### Clock wires, drivers and flops

The bar under the picture is 20 um long.
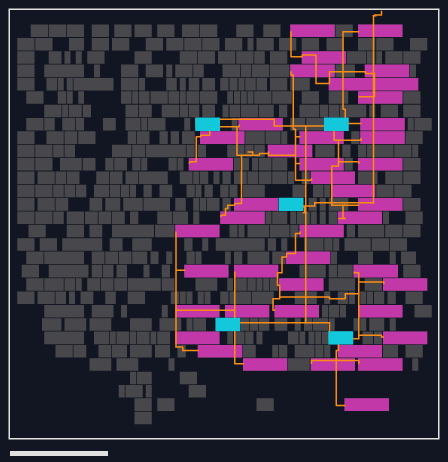
### Placement by cell class

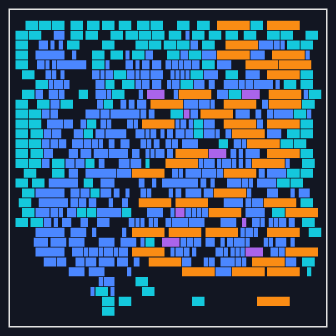
### Clock nets

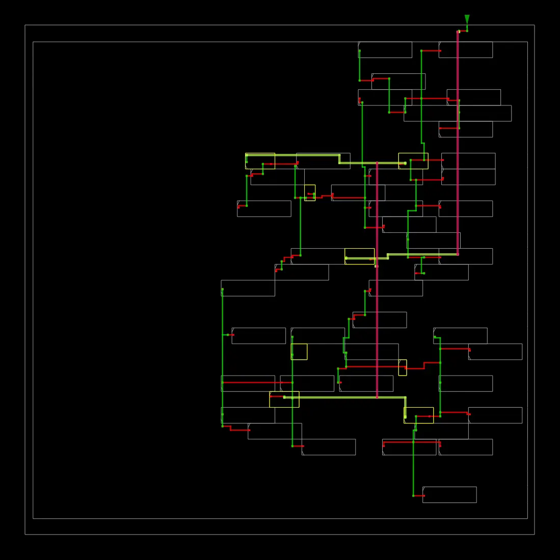
### Routed metal per tile

17 x 17 tiles, from dark blue (low) to red (high), scaled to the fullest tile. Values are wire area over tile area, all layers added.
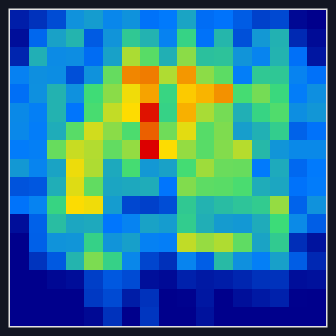
### Metal 4

Cells faint in the background.
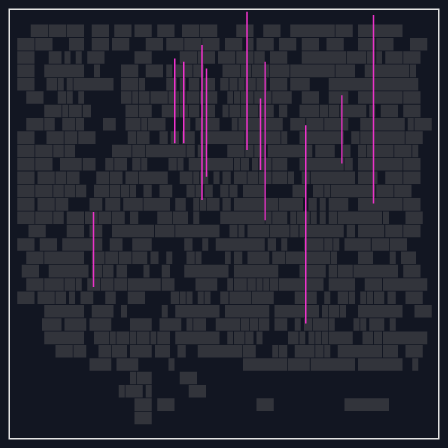
$ cat config.mk
export PLATFORM = sky130hd
export DESIGN_NAME = gcd_rr_scheduler
export DESIGN_NICKNAME = d
export VERILOG_FILES = /design/src/rtl/gcd_pkg.sv /design/src/rtl/gcd_rr_scheduler_arb.sv /design/src/rtl/gcd_rr_scheduler.sv
export SDC_FILE = /design/constraint.sdc
export NUM_CORES = 1
export LEC_CHECK = 0
export CAP_MARGIN = 0
export CORE_UTILIZATION = 47
export DETAILED_ROUTE_END_ITERATION = 12
export PLACE_DENSITY = 0.91
export RECOVER_POWER = 100
export SYNTH_ARGS = -nofsm -noshare
export SYNTH_HDL_FRONTEND = slang
export SYNTH_SLANG_ARGS = --single-unit
$ cat constraint.sdc
create_clock -name clk -period 5.2 [get_ports clk]
set_input_delay 1.04 -clock clk [delete_from_list [all_inputs] [get_ports clk]]
set_output_delay 1.04 -clock clk [all_outputs]
set_load 0.005 [all_outputs]
$ cat src/rtl/gcd_pkg.sv
// Shared definitions for the GCD engine and its front-end scheduler.
// The state encoding is reused by the engine controller, so keep it stable.
package gcd_pkg;

    // Default operand/result width of the GCD engine datapath.
    localparam int GCD_WIDTH = 8;

    // 2-bit state encoding shared by the scheduler and the engine controller.
    localparam logic [1:0] IDLE  = 2'd0;
    localparam logic [1:0] ISSUE = 2'd1;
    localparam logic [1:0] WAIT  = 2'd2;
    localparam logic [1:0] RESP  = 2'd3;

endpackage

$ cat src/rtl/gcd_rr_scheduler_arb.sv
// Combinational round-robin pick: the first asserted request found when
// searching ptr, ptr+1, ... wrapping modulo N_REQ.
module rr_arbiter_comb #(
    parameter int N_REQ = 4,
    parameter int ID_W  = $clog2(N_REQ)
) (
    input  logic [N_REQ-1:0] req,
    input  logic [ID_W-1:0]  ptr,
    output logic [N_REQ-1:0] grant,
    output logic [ID_W-1:0]  id,
    output logic             any_req
);

    // One extra bit so ptr + offset never overflows before the wrap.
    logic [ID_W:0]   idx_sum;
    logic [ID_W-1:0] idx;

    // Walk the rotated search order and keep only the first hit.
    always_comb begin
        grant   = '0;
        id      = '0;
        any_req = 1'b0;
        idx_sum = '0;
        idx     = '0;
        for (int k = 0; k < N_REQ; k++) begin
            idx_sum = {1'b0, ptr} + (ID_W+1)'(k);
            if (idx_sum >= (ID_W+1)'(N_REQ)) begin
                idx_sum = idx_sum - (ID_W+1)'(N_REQ);
            end
            idx = idx_sum[ID_W-1:0];
            if (!any_req && req[idx]) begin
                any_req    = 1'b1;
                id         = idx;
                grant[idx] = 1'b1;
            end
        end
    end

endmodule

$ cat src/rtl/gcd_rr_scheduler.sv
// Round-robin front end sharing one GCD engine among N_REQ requesters.
// Zero operands are answered locally; the engine would never finish on them.
//
// state | meaning
// IDLE  | arbitrate, accept winner, latch operands/ID
// ISSUE | one-cycle eng_go, clear watchdog timer
// WAIT  | wait for eng_done; abort with eng_clr on watchdog expiry
// RESP  | one-cycle rsp_valid, advance round-robin pointer past winner
module gcd_rr_scheduler
    import gcd_pkg::*;
#(
    parameter  int N_REQ   = 4,
    parameter  int WIDTH   = GCD_WIDTH,
    parameter  int TIMEOUT = 1023,
    localparam int ID_W    = $clog2(N_REQ)
) (
    input  logic                   clk,
    input  logic                   rst,
    input  logic [N_REQ-1:0]       req_valid,
    input  logic [N_REQ*WIDTH-1:0] req_a,
    input  logic [N_REQ*WIDTH-1:0] req_b,
    output logic [N_REQ-1:0]       req_ready,
    output logic                   rsp_valid,
    output logic [ID_W-1:0]        rsp_id,
    output logic [WIDTH-1:0]       rsp_data,
    output logic                   rsp_err,
    output logic                   eng_go,
    output logic [WIDTH-1:0]       eng_a,
    output logic [WIDTH-1:0]       eng_b,
    output logic                   eng_clr,
    input  logic                   eng_done,
    input  logic [WIDTH-1:0]       eng_out,
    output logic                   busy
);

    // Timer only has to reach TIMEOUT-1 before the FSM leaves WAIT.
    localparam int TMR_W = (TIMEOUT > 2) ? $clog2(TIMEOUT) : 1;

    logic [1:0]       state;
    logic [ID_W-1:0]  rr_ptr;
    logic [ID_W-1:0]  lat_id;
    logic [WIDTH-1:0] lat_a;
    logic [WIDTH-1:0] lat_b;
    logic [TMR_W-1:0] timer;

    logic [N_REQ-1:0] win_grant;
    logic [ID_W-1:0]  win_id;
    logic             win_any;
    logic [WIDTH-1:0] win_a;
    logic [WIDTH-1:0] win_b;
    logic             win_zero;
    logic             timed_out;

    rr_arbiter_comb #(
        .N_REQ (N_REQ),
        .ID_W  (ID_W)
    ) u_arb (
        .req     (req_valid),
        .ptr     (rr_ptr),
        .grant   (win_grant),
        .id      (win_id),
        .any_req (win_any)
    );

    // Winner operands, zero detection and Moore/Mealy output decode.
    always_comb begin
        win_a     = req_a[int'(win_id)*WIDTH +: WIDTH];
        win_b     = req_b[int'(win_id)*WIDTH +: WIDTH];
        win_zero  = (win_a == '0) || (win_b == '0);
        timed_out = (timer == TMR_W'(TIMEOUT - 1));
        req_ready = (state == IDLE) ? win_grant : '0;
        eng_go    = (state == ISSUE);
        eng_clr   = (state == WAIT) && !eng_done && timed_out;
        rsp_valid = (state == RESP);
        busy      = (state != IDLE);
        eng_a     = lat_a;
        eng_b     = lat_b;
    end

    // FSM, watchdog timer, operand latches and held response registers.
    always_ff @(posedge clk or negedge rst) begin
        if (!rst) begin
            state    <= IDLE;
            rr_ptr   <= '0;
            lat_id   <= '0;
            lat_a    <= '0;
            lat_b    <= '0;
            timer    <= '0;
            rsp_id   <= '0;
            rsp_data <= '0;
            rsp_err  <= 1'b0;
        end else begin
            case (state)
                IDLE: begin
                    if (win_any) begin
                        lat_id <= win_id;
                        lat_a  <= win_a;
                        lat_b  <= win_b;
                        if (win_zero) begin
                            // gcd(0,x)=x; both zero falls out as 0.
                            rsp_id   <= win_id;
                            rsp_data <= (win_a == '0) ? win_b : win_a;
                            rsp_err  <= 1'b0;
                            state    <= RESP;
                        end else begin
                            state <= ISSUE;
                        end
                    end
                end
                ISSUE: begin
                    timer <= '0;
                    state <= WAIT;
                end
                WAIT: begin
                    timer <= timer + TMR_W'(1);
                    // A done on the final watchdog cycle still counts as success.
                    if (eng_done) begin
                        rsp_id   <= lat_id;
                        rsp_data <= eng_out;
                        rsp_err  <= 1'b0;
                        state    <= RESP;
                    end else if (timed_out) begin
                        rsp_id   <= lat_id;
                        rsp_data <= '0;
                        rsp_err  <= 1'b1;
                        state    <= RESP;
                    end
                end
                RESP: begin
                    rr_ptr <= (lat_id == ID_W'(N_REQ - 1)) ? '0 : lat_id + ID_W'(1);
                    state  <= IDLE;
                end
                default: state <= IDLE;
            endcase
        end
    end

endmodule
==> results.txt <==
Results of an implementation run.

Per the CTS log, the maximum H-tree level is 2. The post-synthesis net count is 467. The switching component of the power was reported as 1.48 mW.

The synthesized design contains 0 enable-type register cells. The number of warnings reported in the yosys synthesis log is 0. Per the synth stats, the flop cell with the highest instance count is sky130_fd_sc_hd__dfrtp_1. The tally of unique sky130hd cells used after synthesis is 64.

The capture point of the worst register-to-register path is recorded as rsp_data[5]$_DFFE_PN0P_. After synthesis, the chip area reported by Yosys is 3410 um2. Summing internal, switching and leakage power gives 3.07 mW.

After layout the signal buffers, clock cells excluded, come to 26.2% of cell area. The largest net degree at the start of global routing is 44. The worst setup path is launched from an input pin.

The sequential cell power is 0.577 mW. The remaining max-slew budget at the tightest pin is -50.5%. Summing the sequential cell areas from Yosys gives 31.5% of the chip area. The total number of warnings across the stage logs is 37. The met3 capacity usage during global routing is 3.89%. The tap cell instance count is 96.

Counting only logic cells after layout, the most numerous master is sky130_fd_sc_hd__clkdlybuf4s50_1. The placement stage leaves a total instance area of 4680 um2. Per report_power, the top consumer among the power groups is combinational cells. For this block, the via count after detailed routing is 3543. The HPWL after detailed placement is 8.29 mm. Between the synthesized netlist and the finished layout, the area growth was recorded as 38.7%.

The number of placed instances, taps included is 579. The fraction of cell area in sequential cells is reported as 22.7%. The number of cells reported by Yosys stat comes to 373. The weighted congestion reported at the end of routability-driven placement is 0.932. The class occupying the most area after layout is reported as multi-input combinational cells. The final reports fail on capacitance limit, slew limit. The logic area is 2160 um2.

The critical path starts at req_valid[0]. On the critical path the largest part of the delay comes from AND-OR/OR-AND gates. According to the floorplan report, the die width is 87.2 um. The clock slew at the register clock pins of the worst setup and hold paths is 80 ps. The number of antenna violations at the first check in global routing was 0. The power report lists cell-internal power as 1.60 mW. The setup path with the least slack is of type input pin to flop. Setup repair after global routing left no endpoint under its margin. The cell at the root of the clock tree is sky130_fd_sc_hd__clkbuf_8. The beginning of the worst register-to-register path is rr_ptr[1]$_DFFE_PN0P_. The worst register-to-register path depth is 13. The proportion of netlist area held by the largest area contributor is 31.5%.

The count of final setup violators is 0. Summed over all instances, the cell type with the most area after synthesis is sky130_fd_sc_hd__dfrtp_1. For the pin with the worst max-slew slack, the measured transition is 2260 ps. The script logs the ratio of routed vias to standard cells as 6.04. Across the run, the number of max-cap violations was 2. The first global-routing pass estimated 16.6 mm of wire.

Once the floorplan was initialized, standard cells occupied 49.4% of the core. The number of inserted diodes is 0. The number of buffers inserted by hold repair at cts is 0.

For this design the top-level I/O count stands at 114. In this run the VDD rail shows a maximum IR drop of 361 uV. The combinational gate count is 299. The path class of the tightest hold or removal check is flop to flop. Combinational power for this build is 2.29 mW.

The placeable core area is 6910 um2. The end of the worst hold path is eng_a[3]$_DFFE_PN0P_. The fmax is 0.202 GHz.

The number of buffers between clock root and the deepest sink is 2. Sorting the synthesized cells by area gives the leading types as sky130_fd_sc_hd__dfrtp_1 (32%), sky130_fd_sc_hd__ha_1 (5.5%), sky130_fd_sc_hd__nand2_1 (5.4%). Ranked by instance count, the synthesized netlist is headed by sky130_fd_sc_hd__nand2_1 (49), sky130_fd_sc_hd__dfrtp_1 (43), sky130_fd_sc_hd__nor2_1 (34), sky130_fd_sc_hd__o21ai_0 (26), sky130_fd_sc_hd__and3_1 (17).

The count of buffering cells on the critical path with inverters included is 3. The number of buffers added on ports is 113. The number of pins with negative max-slew slack in the final report is 60. After synthesis, the share of flip-flops with an asynchronous set or reset is 100%. In the hold timing report, the worst path depth is 2.

The slowest stage of the critical path is the sky130_fd_sc_hd__mux4_2 cell. The number of global-route vias before repair is 3341. Synthesis produced a netlist whose cell count is 373. Leaving out filler cells and counting taps, the final layout contains 587. Global routing finished with a remaining overflow of 0.

The timing report gives the worst reg2reg path a setup slack of 590 ps. Final hold analysis gives a worst-case slack of 482 ps. The routed wirelength on the met1 layer is recorded as 4.52 mm. The fraction of power consumed by combinational cells is 74.3%. Traced cell by cell, the critical path runs through clkdlybuf4s50_1, mux4_2, buf_4, nor4b_4, o21bai_4, nand2_4, o32a_4, a2111oi_4, nand2_2, a31oi_2, clkbuf_4, mux2_1. The most common logic cells in the final layout are sky130_fd_sc_hd__clkdlybuf4s50_1 (78), sky130_fd_sc_hd__nand2_1 (49), sky130_fd_sc_hd__dfrtp_1 (43). The detailed route wirelength on metal2 is 5.17 mm. Once routing completed, OpenROAD measured the worst setup slack at 250 ps. The flow ran to the end, but the final reports show violations. The power density normalized to cell area is 650 nW/um2. Summing all flip-flop and latch instances after layout gives 1080 um2. The cell area after layout is 4730 um2.

The initial DRC count is 274. In the final design database the tool counted 584 nets. Global routing used 47.6% of the available met2 tracks. Among all stages on the critical path, the maximum delay recorded is 610 ps. Counting endpoints that fail hold in the final report gives 0. For this run the top cell type by instance count after synthesis was sky130_fd_sc_hd__nand2_1.

The total length of routed met3 wires is 655 um. The routed design shows a wire length per standard cell of 18.1 um. The endpoint type of the worst setup path is a flop. Data on the critical path arrives at its endpoint at 5140 ps.

The post-synthesis register bit count is 43. The accumulated negative setup slack is 0 ps. After detailed routing, the number of remaining DRC violations is 0. Measured along the y axis, the die boundary spans 87.2 um. The layout cell share with drive strength beyond 1 is 13.2%. In this run the cell area of the synthesized design comes to 3410 um2.

The logic share of the area is 45.7%.
Back to the opening pictures, 'Clock wires, drivers and flops':
magenta -> flip-flops  # count 43
orange -> clock wires  # length 510 um
cyan -> clock drivers  # count 5
routed clock nets = 6
Clock Power Share: 6.9%
clock latency of the later-clocked register in the worst-skew pair: 300 ps
worst clock skew: 10.1 ps

Back to the opening pictures, 'Placement by cell class':
blue -> combinational and other logic  # cells 311, share of their area 48%
cyan -> other buffers and delay cells  # cells 129, share of their area 27%
orange -> flops  # cells 43, share of their area 23%
purple -> clock drivers and dummy loads  # cells 8, share of their area 1.8%
Std-Cell Rows: 30
final cell utilization of the core: 68.5%

Back to the opening pictures, 'Clock nets':
final-layout clock buffer total: 6
number of sequential storage elements: 43
Power Clock: 0.211 mW
total clock buffers created by CTS: 5
total number of clock tree sinks: 43

Back to the opening pictures, 'Routed metal per tile':
mean over tiles = 0.23
fullest tile = 0.68
nearly empty tiles = 10%
tiles over half the peak = 24%
Overall Global Routing Usage: 28.3%
wire length after detailed routing: 10.6 mm

Back to the opening pictures, 'Metal 4':
main direction = vertical
share of all routed wire = 2.5%
wire length on this layer = 267 um

## flip-flops by register name, summed over array words and instances (netlist names)
signal and flops:
state 2, rsp_err 1, eng_a 8, rsp_id 2
rsp_data 8, eng_b 8, rr_ptr 2, lat_id 2
timer 10
## how the worst max path moves through the flow
stage                                         end  cells after the start
after detailed placement    rsp_id[1]$_DFFE_PN0P_                     11
after global placement      rsp_id[1]$_DFFE_PN0P_                     11
after floorplan           rsp_data[0]$_DFFE_PN0P_                     11
final                     rsp_data[5]$_DFFE_PN0P_                     12
after global routing      rsp_data[5]$_DFFE_PN0P_                     12
after CTS                   rsp_id[1]$_DFFE_PN0P_                     11
## cell families (layout without fill, tap and decap cells)
group / count (synthesis) / in the layout / share of synthesized area, %
AND-OR/OR-AND: 108 / 108 / 23.3
multiplexers: 31 / 31 / 13.6
AND/OR/NAND/NOR: 140 / 140 / 20.4
adder cells (fa/ha/maj): 15 / 15 / 5.50
buffers and inverters: 31 / 149 / 4.40
XOR/XNOR: 5 / 5 / 1.28
flip-flops: 43 / 43 / 31.5
## worst reg2reg max path, stage by stage, from the launching register on
cell and delay, ps:
sky130_fd_sc_hd__dfrtp_1 560, sky130_fd_sc_hd__inv_1 190, sky130_fd_sc_hd__ha_1 410, sky130_fd_sc_hd__mux4_2 410, sky130_fd_sc_hd__buf_4 200, sky130_fd_sc_hd__nor4b_4 400
sky130_fd_sc_hd__o21bai_4 240, sky130_fd_sc_hd__nand2_4 220, sky130_fd_sc_hd__o32a_4 480, sky130_fd_sc_hd__a2111oi_4 420, sky130_fd_sc_hd__nand2_2 120, sky130_fd_sc_hd__a31oi_2 200
sky130_fd_sc_hd__clkbuf_4 280, sky130_fd_sc_hd__mux2_1 370
## what timing repair did
action                                  CTS  global route
hold endpoints to repair                  0             0
endpoints found under the setup margin    0            11
gates resized                             0             2
Power figures rest on the tool's default switching activity, not on a simulated workload.
